## config.mk

```make
export PLATFORM = sky130hd
export DESIGN_NAME = seg7_scan_ctrl
export DESIGN_NICKNAME = d
export VERILOG_FILES = /design/src/rtl/seg7_pkg.sv /design/src/rtl/seg7_prescaler.sv /design/src/rtl/seg7_scan_ctrl.sv
export SDC_FILE = /design/constraint.sdc
export NUM_CORES = 1
export LEC_CHECK = 0
export CORE_MARGIN = 1
export CORE_UTILIZATION = 49
export CTS_CLUSTER_SIZE = 16
export DETAILED_ROUTE_END_ITERATION = 10
export PLACE_DENSITY_LB_ADDON = 0.08
export SLEW_MARGIN = 20
export SYNTH_ARGS = -nofsm -noshare
export SYNTH_HDL_FRONTEND = slang
export SYNTH_SLANG_ARGS = --single-unit
export TNS_END_PERCENT = 30
```

## constraint.sdc

```tcl
create_clock -name clk -period 2.63 [get_ports clk]
set_clock_uncertainty 0.05 [all_clocks]
set_input_delay 0.526 -clock clk [delete_from_list [all_inputs] [get_ports clk]]
set_output_delay 0.526 -clock clk [all_outputs]
set_load 0.02 [all_outputs]
```

## src/rtl/seg7_pkg.sv

```systemverilog
// Shared types for the 4-digit 7-segment scan controller.
package seg7_pkg;

  typedef enum logic [1:0] {
    IDLE,
    SHOW,
    GUARD
  } state_t;

  localparam int NUM_DIGITS = 4;

  typedef logic [3:0] nibble_t;

endpackage

```

## src/rtl/seg7_prescaler.sv

```systemverilog
// Loadable down-counter; tc is high while the count sits at zero.
// A load of N gives N+1 cycles until tc releases the next transition.
module seg7_prescaler #(
  parameter int W = 16
) (
  input  logic         clk,
  input  logic         rst_n,
  input  logic         load,
  input  logic [W-1:0] load_val,
  output logic         tc
);

  logic [W-1:0] cnt;

  always_ff @(posedge clk) begin
    if (!rst_n) begin
      cnt <= '0;
    end else if (load) begin
      cnt <= load_val;
    end else if (cnt != '0) begin
      cnt <= cnt - W'(1);
    end
  end

  assign tc = (cnt == '0);

endmodule

```

## src/rtl/seg7_scan_ctrl.sv

```systemverilog
// Time-multiplexed 4-digit scan with guard gaps and frame-aligned double-buffered loads.
// Outputs lag the FSM by one cycle; load_ready stays low from capture until commit.
module seg7_scan_ctrl #(
  parameter int SCAN_DIV  = 50000,
  parameter int GUARD_CYC = 8
) (
  input  logic        clk,
  input  logic        rst_n,
  input  logic        en,
  input  logic        load_valid,
  output logic        load_ready,
  input  logic [15:0] load_data,
  input  logic [3:0]  blank_mask,
  input  logic        lz_en,
  output logic [3:0]  digit,
  output logic [3:0]  com,
  output logic        blank,
  output logic        frame_tick
);
  import seg7_pkg::*;

  localparam int MAX_CYC = (SCAN_DIV > GUARD_CYC) ? SCAN_DIV : GUARD_CYC;
  localparam int CNT_W   = $clog2(MAX_CYC + 1);
  localparam logic [CNT_W-1:0] SHOW_LD  = CNT_W'(SCAN_DIV - 1);
  localparam logic [CNT_W-1:0] GUARD_LD = CNT_W'((GUARD_CYC > 0) ? GUARD_CYC - 1 : 0);

  state_t                     state, state_nxt;
  logic [1:0]                 idx, idx_nxt;
  logic                       psc_load, psc_tc, frame_end;
  logic [CNT_W-1:0]           psc_val;
  nibble_t [NUM_DIGITS-1:0]   active, shadow;
  logic                       pending, commit, xfer, lz;
  logic [NUM_DIGITS-1:0]      tail_zero;

  seg7_prescaler #(.W(CNT_W)) u_psc (
    .clk      (clk),
    .rst_n    (rst_n),
    .load     (psc_load),
    .load_val (psc_val),
    .tc       (psc_tc)
  );

  always_ff @(posedge clk) begin
    if (!rst_n) begin
      state <= IDLE;
      idx   <= '0;
    end else begin
      state <= state_nxt;
      idx   <= idx_nxt;
    end
  end

  // Every state entry (including SHOW->SHOW without guard) reloads the prescaler.
  always_comb begin
    state_nxt = state;
    idx_nxt   = idx;
    psc_load  = 1'b0;
    frame_end = 1'b0;
    if (!en) begin
      state_nxt = IDLE;
      idx_nxt   = '0;
      psc_load  = 1'b1;
    end else begin
      case (state)
        IDLE: begin
          state_nxt = SHOW;
          idx_nxt   = '0;
          psc_load  = 1'b1;
        end
        SHOW: begin
          if (psc_tc) begin
            psc_load = 1'b1;
            if (GUARD_CYC == 0) begin
              idx_nxt   = idx + 2'd1;
              frame_end = (idx == 2'd3);
            end else begin
              state_nxt = GUARD;
            end
          end
        end
        GUARD: begin
          if (psc_tc) begin
            state_nxt = SHOW;
            idx_nxt   = idx + 2'd1;
            psc_load  = 1'b1;
            frame_end = (idx == 2'd3);
          end
        end
        default: begin
          state_nxt = IDLE;
          idx_nxt   = '0;
          psc_load  = 1'b1;
        end
      endcase
    end
  end

  assign psc_val = (state_nxt == SHOW)  ? SHOW_LD  :
                   (state_nxt == GUARD) ? GUARD_LD : '0;

  assign load_ready = ~pending;
  assign xfer       = load_valid & load_ready;
  // With the scan stopped there is no frame boundary to wait for.
  assign commit     = pending & (frame_end | ~en);

  always_ff @(posedge clk) begin
    if (!rst_n) begin
      active  <= '0;
      shadow  <= '0;
      pending <= 1'b0;
    end else if (commit) begin
      active  <= shadow;
      pending <= 1'b0;
    end else if (xfer) begin
      shadow  <= load_data;
      pending <= 1'b1;
    end
  end

  always_comb begin
    tail_zero[NUM_DIGITS-1] = (active[NUM_DIGITS-1] == 4'h0);
    for (int k = NUM_DIGITS - 2; k >= 0; k--) begin
      tail_zero[k] = tail_zero[k+1] & (active[k] == 4'h0);
    end
  end

  assign lz = lz_en & (idx != 2'd0) & tail_zero[idx];

  always_ff @(posedge clk) begin
    if (!rst_n) begin
      com        <= '0;
      digit      <= '0;
      blank      <= 1'b1;
      frame_tick <= 1'b0;
    end else begin
      frame_tick <= frame_end;
      if (state == SHOW) begin
        com   <= 4'b0001 << idx;
        digit <= active[idx];
        blank <= blank_mask[idx] | lz;
      end else begin
        com   <= '0;
        blank <= 1'b1;
      end
    end
  end

endmodule

```

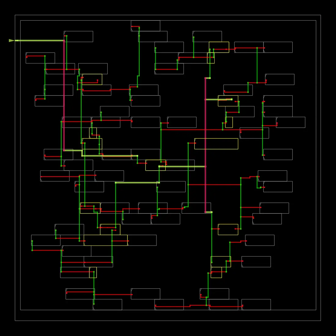
Figure 1: the clock network.
Flops: 63
number of sinks on the clock net: 63

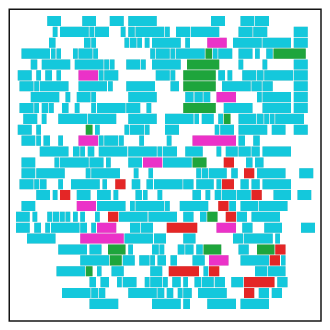
Figure 2: cells by drive strength.
(4 px per um)
Key: x1 and smaller = cyan [cells 306, share 88%, most used nand2_1]; x3 and x4 = red [cells 16, share 4.6%, most used buf_4]; x2 = green [cells 15, share 4.3%, most used mux4_2]; x6 and larger = magenta [cells 11, share 3.2%, most used clkbuf_8]

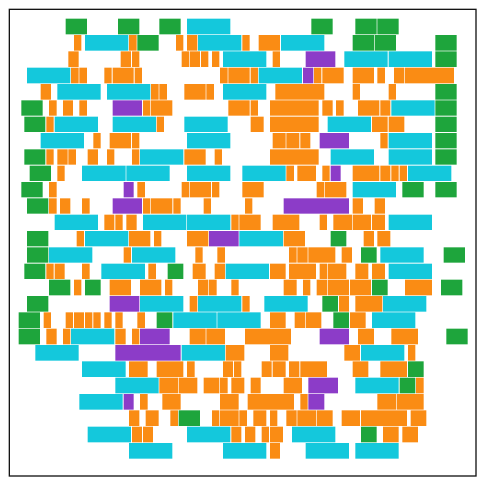
Figure 3: placed cells, one color a class.
(6 px per um)
Key: remaining logic cells = orange [cells 223, share of their area 43%]; clock drivers and dummy loads = purple [cells 16, share of their area 6.3%]; registers = cyan [cells 63, share of their area 38%]; remaining buffers and delay cells = green [cells 46, share of their area 13%]

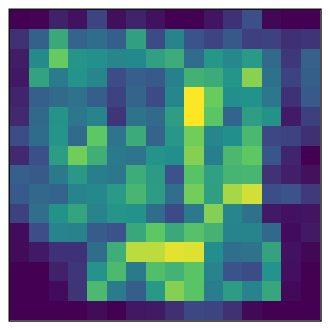
Figure 4: wire density map.
(4 px per um) The die is cut into 16 by 16 equal tiles; dark purple is low, yellow is high, scaled to the fullest tile. Values are wire area over tile area, all layers added.
The emptiest ninth of the die: bottom left. 9.0% of the tiles are nearly empty. The mean over all tiles is 0.14. The fullest tile reaches 0.40. 31% of the tiles are over half the peak.

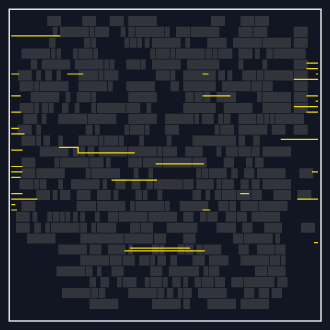
Figure 5: signal wires on met3.
(4 px per um) Cells faint in the background.
The layer holds 3.1% of the routed length. The longest straight run is 19.8 um. The layer carries 173 um of wire. The wires run mostly horizontal.

[per-stage QoR]
stage / hold WS (ns) / power [mW] / worst slack [ns] / cell area [um2]
after CTS: 0.408 / 2.19 / 0.0128 / 3440
final: 0.406 / 2.17 / 0.185 / 3450
after floorplan: 0.385 / 1.20 / 0.179 / 2800
after global placement: 0.394 / 1.29 / 0.0643 / 3230
after global routing: 0.426 / 2.27 / 0.0751 / 3450
after detailed placement: 0.398 / 1.29 / 0.0404 / 3230
[final cells by class]
class	instances	area, um2
clock buffers	9	124
clock inverters	7	87.6
fillers	478	2060
inverters	8	30.0
multi-input cells	215	1420
flip-flops and latches	63	1260
well taps	72	90.1
repair buffers	46	433
==> reports/metrics.yaml <==
yosys:
  main_combinational_cell_family_by_area_after_synthesis: "simple AND/OR/NAND/NOR gates"
  synth.area.mux_share_pct: 11.5
  compound_gate_portion_of_the_synthesized_area_pct: 9.75
  synth_simple_gate_area_share_pct: 23.0
  ys_seq_share_pct: 45.1
  synth_top_cell_by_count: "nand2_1"
  synth.top_cells.by_area: "dfxtp_1 45%, nand2_1 9.5%, mux2i_1 7.5%, a21oi_1 4.3%, mux4_2 4.0%"
  post_synth_instance_area_um2: 2800
  synth-edff-count: 0
route:
  detailroute.wirelength.met2_mm: 2.33
  via_per_inst: 5.20
  wl_met3_um: 172
  routed.top_layer: "met4"
  wl_met1_mm: 2.97
  drc: 0
floorplan:
  die.size.x_um: 77.5
  floorplan.core_area_um2: 5510
  pre_place_util_pct: 50.8
sta:
  finalSetupTns_ns: 0
  finalCritPeriodShare_pct: 92.9
  rsz0062_at_grt: "no"
  finalHoldViolCount: 0
critical_path:
  timing.critical_path.slowest_stage_cell: "or4b_1"
  path_depth: 7
  worstSetupPathType: "flip-flop to flip-flop"
  worstSetupStartpointType: "flip-flop"
  worstPathArrival_ns: 2.59
  timing.critical_path.from: "u_psc.cnt[12]"
global_routing:
  grtUsageMet1_pct: 29.8
  wire_length_of_the_first_global_routing_pass_mm: 9.72
  grt.busiest_layer: "met2"
pwr:
  swShare_pct: 24.4
clocking:
  cts.root.buffer_cell: "clkbuf_8"
  tritoncts_clock_tree: "done"
layout:
  fraction_of_final_layout_cells_sized_beyond_drive_strength_1_pct: 12.1
  largestRegisters: "active x16, shadow x16, u_psc.cnt x16"
  final-instance-count-excl-fill: 420
  flow.area_growth_from_synthesis_pct: 23.3
  final_layout_top_logic_cells: "71 x nand2_1, 63 x dfxtp_1, 35 x clkdlybuf4s50_1"
  antennaDiodeCount: 0
outcome:
  status: "completed"
min_path:
  timing.hold.worst.start: "shadow[3]"
  hold_path_class: "flip-flop to flip-flop"
placed_design:
  hpwl_mm: 3.94
No activity file was given, so power comes from the tool's default toggle rates.
